### Supply network, run 1

Scale bar: 50 µm. Pins as bars on the die edge. Tap cells in gray.
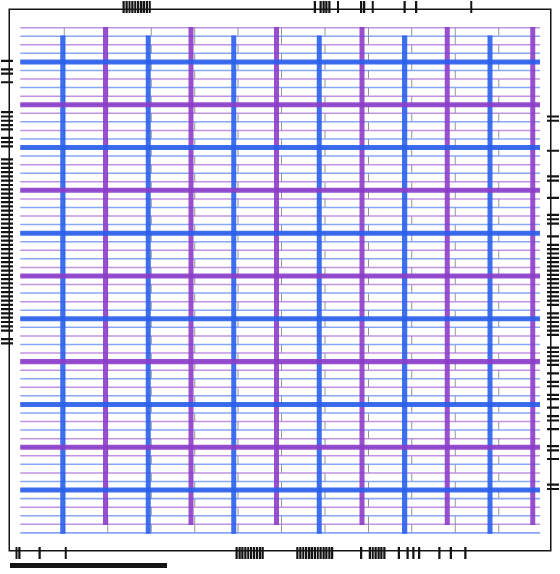
### Placement by cell class, run 1

Scale bar: 50 µm.
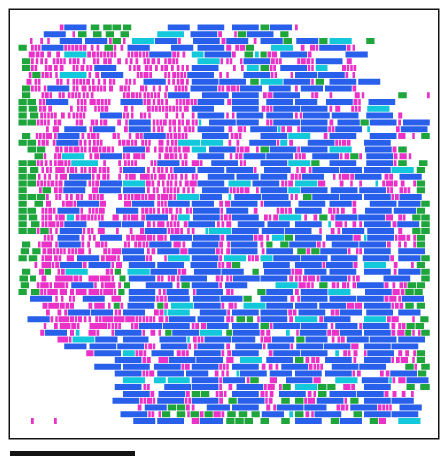
### Clock network drawn from the DEF, run 1

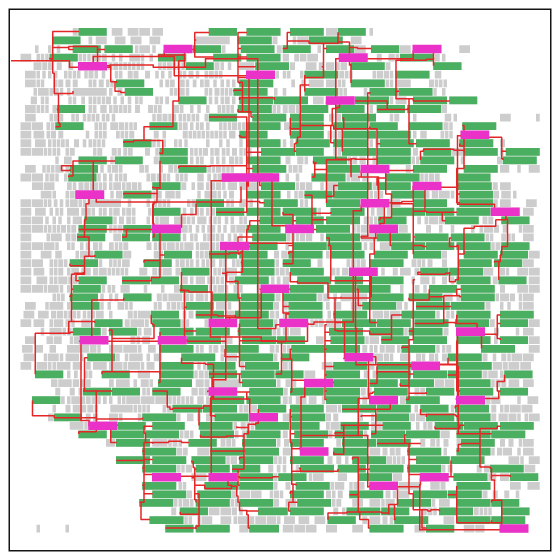
### Wiring by layer, run 1

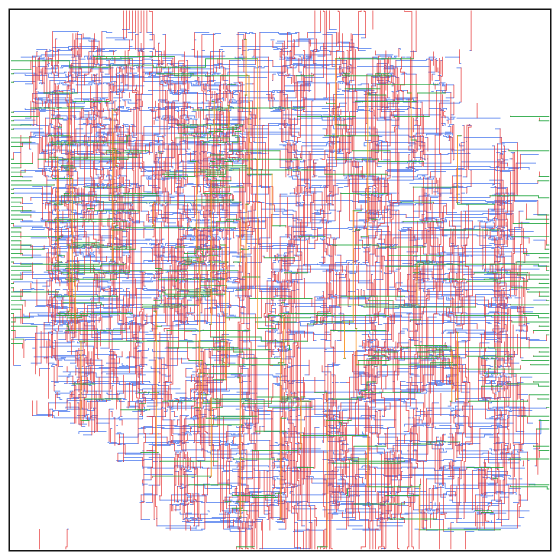
==> config.mk <==
export PLATFORM = sky130hd
export DESIGN_NAME = inst_fetch
export DESIGN_NICKNAME = d
export VERILOG_FILES = /design/src/rtl/corePckg.sv /design/src/rtl/fetch_fifo.sv /design/src/rtl/inst_fetch.sv
export SDC_FILE = /design/constraint.sdc
export NUM_CORES = 1
export LEC_CHECK = 0
export ABC_AREA = 1
export CAP_MARGIN = 30
export CORE_MARGIN = 3
export CORE_UTILIZATION = 61
export DETAILED_ROUTE_END_ITERATION = 12
export GPL_ROUTABILITY_DRIVEN = 0
export PLACE_DENSITY = 0.85
export SETUP_SLACK_MARGIN = 0.5
export SYNTH_ARGS = -nofsm -noshare
export SYNTH_HDL_FRONTEND = slang
export SYNTH_SLANG_ARGS = --single-unit
==> constraint.sdc <==
create_clock -name iClk -period 6.2 [get_ports iClk]
set_clock_uncertainty 0.15 [all_clocks]
set_input_delay 1.24 -clock iClk [delete_from_list [all_inputs] [get_ports iClk]]
set_output_delay 1.24 -clock iClk [all_outputs]
set_load 0.02 [all_outputs]
==> flow_summary.rst, run 1 <==
Flow metrics
------------

.. list-table::
   :header-rows: 1

   * - Metric
     - Value
   * - Sum of negative setup slack
     - 0 ps
   * - Yosys warning tally
     - 0
   * - Reg area
     - 0.01086 mm²
   * - Critical Path Source Type
     - input port
   * - H-tree level count
     - 2
   * - Number of cells in Yosys stat
     - 1650
   * - Avg Cell Area, Syn
     - 10.13 µm²
   * - Sinks on Clock Net
     - 384
   * - Non-clock buffer area fraction after layout
     - 0.08679
   * - Post-synthesis cell type with the largest combined area
     - sky130_fd_sc_hd__edfxtp_1
   * - Least-Margin Pin Slew
     - 966.2 ps
   * - Fa+ha+maj area frac
     - 0.01437
   * - RSZ-0062 raised after global routing
     - false
   * - Total number of sequential cells
     - 384
   * - Maximum number of pins on one net before global-route repair
     - 101
   * - Signal inverters
     - 117
   * - Layout overhead on the synthesized area
     - 18.94%
   * - Required time reported for the critical path endpoint
     - 4810 ps
   * - Number of endpoints with negative hold slack in the final report
     - 0
   * - Cell resize tally after clock tree synthesis
     - 0
   * - Setup violators final
     - 0
   * - Non-clock buffer count
     - 176
   * - Detailed-placement wirelength estimate
     - 23690 µm
   * - Post-DR vias/cell
     - 5.887
   * - Post-CTS clock slew at the launch and capture registers of the worst setup and hold paths
     - 60 ps
   * - Number of global-route vias before repair
     - 12620
   * - Async SR Flop Fraction
     - 0.3542
   * - Count of buffers inserted at the top-level ports
     - 161
   * - Violation tally from detailed-route iteration zero
     - 1203
   * - Number of antenna violations at the first check in global routing
     - 1
   * - Layout clock buffer count
     - 61
   * - Overall Power
     - 7.955 mW
   * - Router iterations before antenna repair
     - 8
   * - Nets@finish
     - 1885
   * - Max-slew headroom at the worst pin
     - 0.3559
   * - CTS Buf Count
     - 39
   * - Result of the run
     - complete, no violations
   * - Filler cell count in the final layout
     - 1630
   * - Time the worst path needs with I/O delays and setup
     - 4559 ps
   * - Non-filler instance count after layout
     - 2164
   * - Clock tree root buffer cell
     - sky130_fd_sc_hd__clkbuf_16
Back to the opening pictures, 'Supply network':
VDD -> purple
VSS -> blue
rows = 59
met1 rails = 60
largest voltage drop on the vdd net: 0.0002393 V
Die Height: 171.5 µm
die width: 171.5 µm
area of the placeable core: 0.02650 mm²

Back to the opening pictures, 'Placement by cell class':
flops -> blue  # cells 384, share of their area 56%
other buffers and delay cells -> green  # cells 176, share of their area 8.9%
clock drivers and dummy loads -> cyan  # cells 72, share of their area 6.8%
combinational and other logic -> magenta  # cells 1196, share of their area 29%
core occupancy in the finished layout: 0.7501
cell area after layout: 0.01988 mm²
flop share of the area: 0.5463
number of rows created at floorplan: 59

Back to the opening pictures, 'Clock network drawn from the DEF':
clock drivers -> magenta  # count 39
clock wires -> red  # length 4130 µm
flip-flops -> green  # count 384
flops lie = spread over the die
routed clock nets = 40
portion of total power attributed to the clock network: 0.299
power of the clock network: 2.38 mW
clock latency reported for the late side of the worst-skew pair: 530 ps

Back to the opening pictures, 'Wiring by layer':
metal 2 -> red  # wire length 20.0 mm
metal 3 -> green  # wire length 3690 µm
metal 4 -> orange  # wire length 1110 µm
metal 1 -> blue  # wire length 15300 µm
final routed wirelength across all metal layers: 40130 µm
GRT Util Overall: 0.2734
drt wl/cell: 18.54 µm
Via Count: 12740

-- run 1: per-layer routing --
layer	GRT usage	part of all wire	vias up	wire, µm
met5	0	0	-	0
met4	0.1022	0.028	0	1107
met3	0.04114	0.092	95	3691
met2	0.4647	0.50	706	20040
met1	0.3613	0.38	6100	15290
li1	-	-	5838	-
-- run 1: where the power goes --
group	internal [mW]	leakage (nW)	switching, mW
clock	1.43	0.649	0.952
sequential	3.09	3.89	0.334
combinational	0.840	3.25	1.31
total	5.35	7.79	2.60
-- run 1: worst max-delay path: stages --
cell and delay [ps]:
sky130_fd_sc_hd__clkdlybuf4s50_1 390, sky130_fd_sc_hd__buf_4 270, sky130_fd_sc_hd__inv_4 320, sky130_fd_sc_hd__nand3b_2 150
sky130_fd_sc_hd__nor2_2 160, sky130_fd_sc_hd__clkdlybuf4s50_1 620
### Track usage over the die, run 1

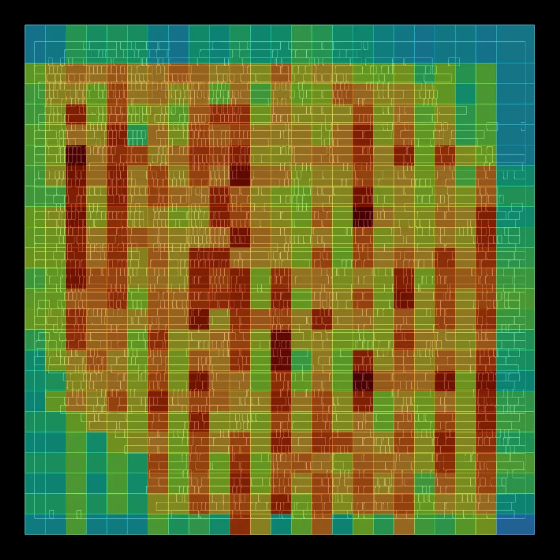

==> inputs of run 2 (changes only) <==
CORE_UTILIZATION = 52   (was 61)
PLACE_DENSITY = 0.77   (was 0.85)
clock period = 4.1 ns   (was 6.2 ns; I/O delays follow)
### Track usage over the die, run 2

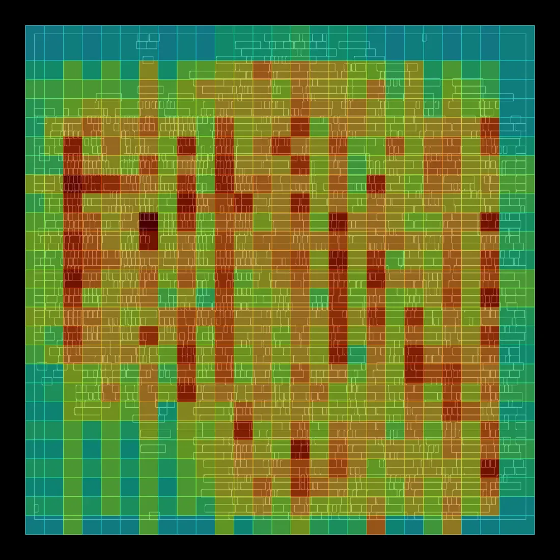
met3 GRT Util: 0.03947
core occupancy in the finished layout: 0.6353
busiest layer in global routing: met2

### Clock network drawn from the DEF, run 2

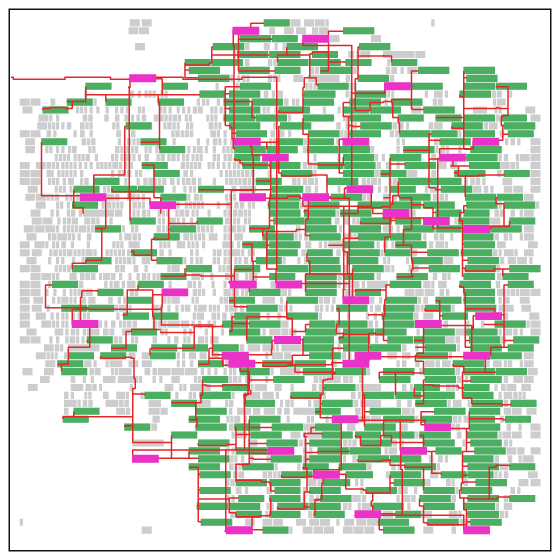
flip-flops -> green  # count 384
clock wires -> red  # length 4240 µm
clock drivers -> magenta  # count 39
routed clock nets = 40
power of the clock network: 3.60 mW
portion of total power attributed to the clock network: 0.300

### Supply network, run 2

Scale bar: 50 µm. Pins as bars on the die edge. Tap cells in gray.
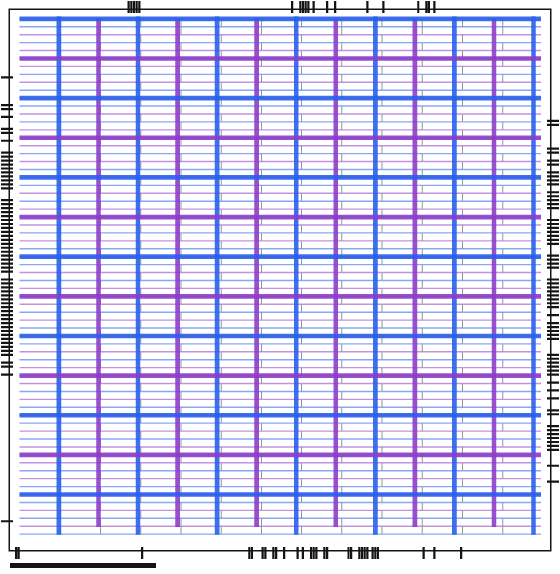
VSS -> blue
VDD -> purple
rows = 65
met1 rails = 66
signal pins = 168
met4 straps = 13
met5 straps = 13
area of the placeable core: 0.03164 mm²
Die Height: 185.3 µm
largest voltage drop on the vdd net: 0.0003623 V
die width: 185.3 µm

==> run 2 against run 1 <==
Against the previous run:
- synthesized cell count stayed put
- critical endpoint unchanged
- register-to-register slack worse by 1800 ps
- critical path type unchanged
- total power up 51%
- final area increased by 1.1%
- combinational power rose by 48%
- count of clock-buffer cells in the layout shrank 6
- critical path depth decreased by 1
- setup slack got worse by 830 ps
- clock power grew 51%
- first-iteration DRC count is 25% lower
==> flow_summary.rst, run 2 <==
Flow metrics
------------

.. list-table::
   :header-rows: 1

   * - Metric
     - Value
   * - Sinks on Clock Net
     - 384 (unchanged)
   * - Yosys warning tally
     - 0 (unchanged)
   * - Top routing layer in use
     - met4 (unchanged)
   * - Via Count
     - 12330 (was 12740)
   * - Number of rows created at floorplan
     - 65 (was 59)
   * - Layout clock buffer count
     - 55 (was 61)
   * - Number of endpoints with negative hold slack in the final report
     - 0 (unchanged)
   * - Post-DR vias/cell
     - 5.508 (was 5.887)
   * - Non-clock buffer area fraction after layout
     - 0.09332 (was 0.08679)
   * - Total number of sequential cells
     - 384 (unchanged)
   * - Cell resize tally after clock tree synthesis
     - 0 (unchanged)
   * - Non-clock buffer count
     - 186 (was 176)
   * - Count of buffers inserted at the top-level ports
     - 161 (unchanged)
   * - Signal inverters
     - 117 (unchanged)
   * - H-tree level count
     - 2 (unchanged)
   * - Number of cells in Yosys stat
     - 1650 (unchanged)
   * - CTS Buf Count
     - 39 (unchanged)
   * - Router iterations before antenna repair
     - 6 (was 8)
   * - Detailed-placement wirelength estimate
     - 24810 µm (was 23690 µm)
   * - Violation tally from detailed-route iteration zero
     - 905 (was 1203)
   * - Drt wl/cell
     - 17.71 µm (was 18.54 µm)
   * - M1 wire length
     - 16670 µm (was 15290 µm)
   * - Overall Power
     - 12.01 mW (was 7.955 mW)
   * - Layout overhead on the synthesized area
     - 20.25% (was 18.94%)
   * - Max incr delay on CP
     - 640 ps (was 620 ps)
   * - GRT Util Overall
     - 0.2319 (was 0.2734)
   * - Result of the run
     - complete, no violations (unchanged)
   * - Number of global-route vias before repair
     - 12350 (was 12620)
   * - Time the worst path needs with I/O delays and setup
     - 3286 ps
   * - Nets@finish
     - 1895 (was 1885)
   * - Clock tree root buffer cell
     - sky130_fd_sc_hd__clkbuf_16 (unchanged)
   * - GR met2 Demand/Resource
     - 0.3904 (was 0.4647)
   * - Highest-delay cell along the critical path
     - sky130_fd_sc_hd__clkdlybuf4s50_1 (unchanged)
   * - Post-CTS clock slew at the launch and capture registers of the worst setup and hold paths
     - 60 ps (about the same)
   * - Setup violators final
     - 0 (unchanged)
   * - Met3 wire len
     - 3049 µm (was 3691 µm)
   * - Final routed wirelength across all metal layers
     - 39640 µm (was 40130 µm)
   * - Crit-path cells
     - clkdlybuf4s50_1 > inv_4 > nand3b_2 > nor2_2 > clkdlybuf4s50_1 (was clkdlybuf4s50_1 > buf_4 > inv_4 > nand3b_2 > nor2_2 > clkdlybuf4s50_1)
   * - Maximum number of pins on one net before global-route repair
     - 111 (was 101)
   * - Met2 WL post-DR
     - 19020 µm (was 20040 µm)
run 2: logic make-up (layout without fill, tap and decap cells):
group           count (synthesis)  in the layout  synth area share
buf+inv                       190            374           0.04761
other cells                     1              4         0.0002244
compound gates                266            266           0.09126
simple gates                  769            769            0.1856
flops                         384            384            0.6494
fa+ha+maj                      18             18           0.01437
xor+xnor                       22             22           0.01153
run 2: worst max-delay path, delay by kind of cell:
kind	cells	cell delay, ps
buf+inv	3	1200
simple gates	2	300
run 2: where the power goes:
| part | internal [mW] | switching, mW | leakage, nW |
|---|---|---|---|
| registers | 4.66 | 0.554 | 3.89 |
| logic | 1.30 | 1.90 | 3.32 |
| clock network | 2.16 | 1.44 | 0.631 |
| total | 8.12 | 3.89 | 7.84 |
Power figures rest on the tool's default switching activity, not on a simulated workload.
